Design symbol_scrambler, sky130hd; sources not shown.
run_1/m1.png
The bar under the picture is 20 um long. Supply wires on this layer in gray.
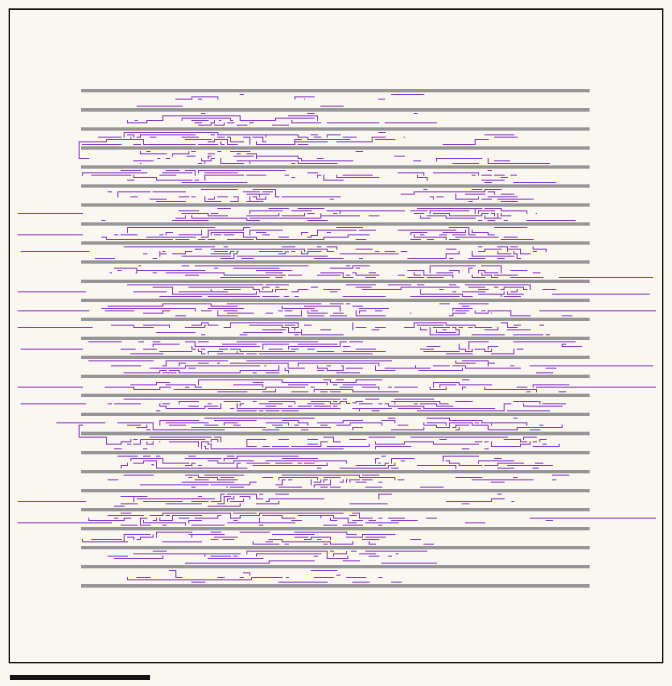
wire length on this layer: 3,560 um
longest straight run: 30.8 um
share of all routed wire: 43%
via count: 2,995
WL final: 8310 um

run_1/m2.png
Cells faint in the background.
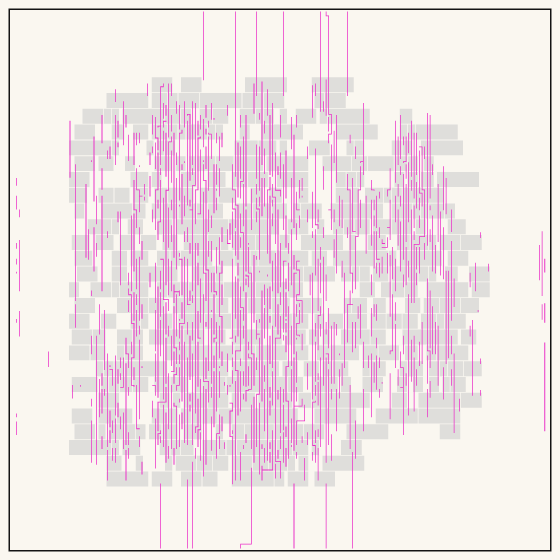
longest straight run: 29.6 um
nets with wire on the layer: 388
wire length on this layer: 3,970 um
global-route track usage on met2: 30.9%

run_1/m3.png
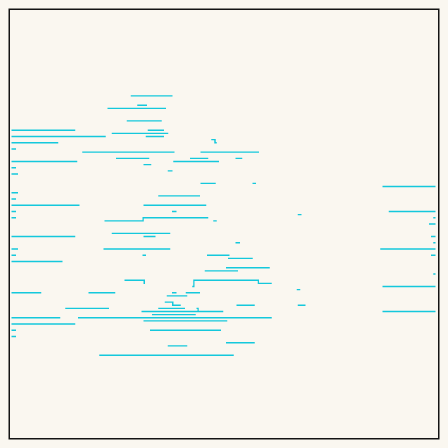
share of all routed wire: 7.3%
longest straight run: 41.9 um
nets with wire on the layer: 72
main direction: horizontal
met3 layer usage reported by global route: 4.40%

==> run summary, run 1 <==
Here are the numbers from the latest Yosys + OpenROAD run.

The die extent in y is slightly above 90 um. The headroom to the max-slew limit came out at 69.1%. The maximum single-stage delay on the critical path came out at roughly 0.44 ns. The worst setup path is launched from an input port. Sorting the synthesized cells by how often they occur yields 39 x sky130_fd_sc_hd__a21oi_1, 33 x sky130_fd_sc_hd__nor2_1, 31 x sky130_fd_sc_hd__dfxtp_1.

The clock tree synthesis step divided the H-tree into 2 levels. The number of warnings printed during yosys synthesis came out at 0. The initial antenna violation count is 0. The buffer depth of the longest clock path is 2.

The share of synthesized area occupied by flip-flops and latches is between 20% and 30%. After detailed routing, the number of remaining DRC violations is 0. The stat command in Yosys gives a chip area of roughly 0.0024 mm^2.

TritonCTS built the clock tree. In the layout the commonest cells are 74 x sky130_fd_sc_hd__buf_4, 38 x sky130_fd_sc_hd__a21oi_1, 33 x sky130_fd_sc_hd__clkdlybuf4s50_1. The cell type that accounts for the most area after synthesis is sky130_fd_sc_hd__dfxtp_1.

Sorting the synthesized cells by area gives the leading types as sky130_fd_sc_hd__dfxtp_1 26%, sky130_fd_sc_hd__a21oi_1 8.1%, sky130_fd_sc_hd__nor2_1 5.1%. STA classifies the critical path endpoint as a primary output. The worst-path cell with the longest stage delay is sky130_fd_sc_hd__clkdlybuf4s50_1.

The number of setup violations in the final report is 0. The power per cell area is about 540 mW/mm^2. The placement report lists the number of port buffers as about 45. The most used flip-flop cell after synthesis is sky130_fd_sc_hd__dfxtp_1. The worst hold path stage count came out at 2.

In this run the register-to-register setup slack is around 0.20 ns. The share of post-route cells with drive strength above 1 is 27.1%. The chip width is a little over 90 um. The flow ran to the end, and the final reports show no timing, DRC or antenna violations. Setup repair after global routing could not meet its margin everywhere. The first-pass GRT wire length is ~14,000 um. The total grt overflow came out at 0. The count of mapped cells out of synthesis came out at ~330. In the Yosys report the total cell count is roughly 330.
## run 1: cell families (layout without fill, tap and decap cells)
family | Yosys count | after routing | share of synthesized area, %
compound gates | 115 | 115 | 32.1
xor+xnor | 5 | 5 | 1.82
fa+ha+maj | 3 | 3 | 1.56
buf+inv | 38 | 139 | 6.70
flops | 31 | 31 | 25.8
mux | 4 | 4 | 1.72
simple gates | 131 | 131 | 30.4
## run 1: metal layers
| metal | vias to the layer above | track usage (%) | share of wire [%] |
|---|---|---|---|
| met5 | - | 0 | 0 |
| met3 | 17 | 4.40 | 7.3 |
| met2 | 133 | 30.9 | 48 |
| met4 | 0 | 6.68 | 2.0 |
| li1 | 1435 | - | - |
| met1 | 1410 | 23.3 | 43 |
## run 1: report_power, final
part | internal [mW] | switching [mW]
sequential | 0.627 | 0.0280
combinational | 0.304 | 0.334
clock | 0.384 | 0.253
## run 1: final cells by class
| class | count | area [um^2] |
|---|---|---|
| Multi-Input combinational cell | 258 | 1720 |
| Tap cell | 70 | 87.6 |
| Clock buffer | 6 | 82.6 |
| Fill cell | 422 | 1550 |
| Inverter | 10 | 37.5 |
| Sequential cell | 31 | 621 |
| Clock inverter | 2 | 35.0 |
| Timing Repair Buffer | 121 | 1010 |
## run 1: worst register-to-register path: cells and delay by family, from the launching register on
| family | cells | cell delay [ns] |
|---|---|---|
| AND/OR/NAND/NOR | 3 | 0.81 |
| AND-OR/OR-AND | 2 | 0.55 |
| flip-flops | 1 | 0.42 |
## run 1: stage by stage
stage	utilization (%)	setup TNS, ns	total power, mW	cells	hold WS, ns
after floorplan	-	0	0.979	327	0.479
after global placement	66.0	-5.93	1.28	489	0.446
after detailed placement	66.0	-6.90	1.29	489	0.449
after CTS	68.4	0	1.91	497	0.459
after global routing	69.9	-0.0922	2.01	498	0.482
final	69.9	0	1.93	498	0.456
## Run 2: what changed since run 1
--- a/config.mk
+++ b/config.mk
@@ -7,6 +7,7 @@
 export LEC_CHECK = 0
 export CORE_MARGIN = 10
 export CORE_UTILIZATION = 45
+export CTS_CLUSTER_SIZE = 12
 export DETAILED_ROUTE_END_ITERATION = 10
 export PLACE_DENSITY = 0.84
 export SYNTH_ARGS = -nofsm -noshare
run_2/m2.png
Cells faint in the background.
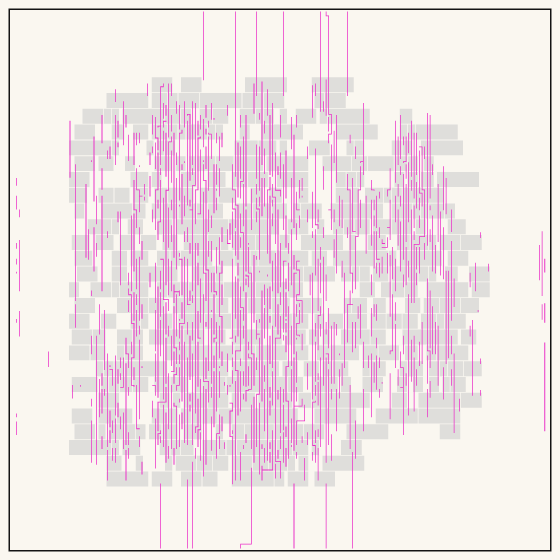

==> run 2 against run 1 <==
  * Critical path type unchanged
  * Cell count is the same
  * Critical endpoint unchanged
  * Sequential power about the same
  * Via count stayed put
  * Wire length stayed put
  * Clock power about the same
  * Clock skew unchanged
  * Critical path depth unchanged
  * Flip-flop count stayed put
==> run summary, run 2 <==
Here are the numbers from the latest Yosys + OpenROAD run.

The post-detailed-routing wire length is 8310 um (unchanged). The number of warnings printed during yosys synthesis came out at 0 (unchanged). Top area cells in the synthesized netlist: sky130_fd_sc_hd__dfxtp_1 26%, sky130_fd_sc_hd__a21oi_1 8.1%, sky130_fd_sc_hd__nor2_1 5.1% (unchanged). The number of buffer cells added on primary ports was 45 (unchanged). The worst hold path stage count came to 2 (unchanged). The worst-path cell with the longest stage delay was sky130_fd_sc_hd__clkdlybuf4s50_1 (unchanged).

The switching power share of the total is 31.9% (unchanged). The share of synthesized area occupied by flip-flops and latches is 25.8% (unchanged). The chip area estimate from yosys synthesis was 0.00241 mm^2 (unchanged).

The overall power is 1.93 mW (unchanged). RSZ-0062 raised after global routing: true (unchanged). The number of setup violations in the final report was 0 (unchanged).

The type of destination of the critical path was a primary output (unchanged). The total grt overflow is 0 (unchanged). The clock tree from TritonCTS is done (unchanged). The first-pass GRT wire length is 13,700 um (unchanged).

The final hold slack came out at 0.456 ns (unchanged). The cell count listed in synth_stat.txt is 327 (unchanged). The via count is 2,995 (unchanged). The buffer depth of the longest clock path came out at 2 (unchanged).

The maximum single-stage delay on the critical path came out at 0.44 ns (about the same). The dominant cell type by area after synthesis is sky130_fd_sc_hd__dfxtp_1 (unchanged). The part of the power in the clock network came to 33.0% (about the same). The fraction of the core area covered by cells at the end of the flow came out at 69.9% (unchanged). The initial antenna violation count was 0 (unchanged).

The count of mapped cells out of synthesis is 327 (unchanged). The reg2reg setup slack came out at 0.20 ns (about the same). The tally of non-filler cells in the final layout is 498 (unchanged).

The instance count after placement with tap cells included is 489 (unchanged). The share of post-route cells with drive strength above 1 came out at 27.1% (unchanged). The headroom to the max-slew limit came out at 69.1% (unchanged). The combinational share of power was 33.1% (about the same). The internal power is 1.32 mW (unchanged).

The power per cell area is 537 mW/mm^2 (unchanged). Result of the run: finished, final reports clean (unchanged). The chip width came out at 93.1 um (unchanged).

Most numerous cell types in the synthesized netlist: 39 x sky130_fd_sc_hd__a21oi_1, 33 x sky130_fd_sc_hd__nor2_1, 31 x sky130_fd_sc_hd__dfxtp_1 (unchanged). The die extent in y is 93.1 um (unchanged). The net switching component of the power is 0.615 mW (unchanged).
==> run 2: tightest hold or removal path, cell delays in order, from the launching register on <==
cell	delay, ns
sky130_fd_sc_hd__dfxtp_1	0.31
sky130_fd_sc_hd__nand2_1	0.05
sky130_fd_sc_hd__a21oi_1	0.05
==> run 2: kinds of logic (layout without fill, tap and decap cells) <==
kind of cell               count (synthesis)  in the layout  share of synthesized area [%]
AOI/OAI and AO/OA                        115            115                           32.1
xor gates and xnor gates                   5              5                           1.82
adders and majority gates                  3              3                           1.56
buffers and inverters                     38            139                           6.70
DFF                                       31             31                           25.8
muxes                                      4              4                           1.72
and+or+nand+nor                          131            131                           30.4
==> run 2: power groups by stage <==
stage                     logic (mW)  registers [mW]  clock network (mW)
after detailed placement       0.619           0.666                   0
after global placement         0.611           0.665                   0
after global routing           0.688           0.661               0.659
final                          0.638           0.655               0.637
after floorplan                0.275           0.704                   0
after CTS                      0.618           0.654               0.640
==> run 2: area by class of cell <==
type                       count  area (um^2)
timing repair buffer         121         1010
clock buffer                   6         82.6
multi-input combinational    258         1720
sequential                    31          621
tap                           70         87.6
inverter                      10         37.5
clock inverter                 2         35.0
fill                         422         1550
==> run 2: layer usage <==
layer  part of all wire, %  track usage [%]  vias up  routed length [um]
li1                      -                -     1435                   -
met1                    43             23.3     1410                3560
met5                     0                0        -                   0
met4                   2.0             6.68        0                 170
met2                    48             30.9      133                3970
met3                   7.3             4.40       17                 608
==> run 2: timing repair <==
item                                    CTS  global route
gates resized                            22            17
gates cloned                              0             0
endpoints found under the setup margin   16            12
pin swaps                                 6             5
setup buffers                             1             1
Power figures rest on the tool's default switching activity, not on a simulated workload.
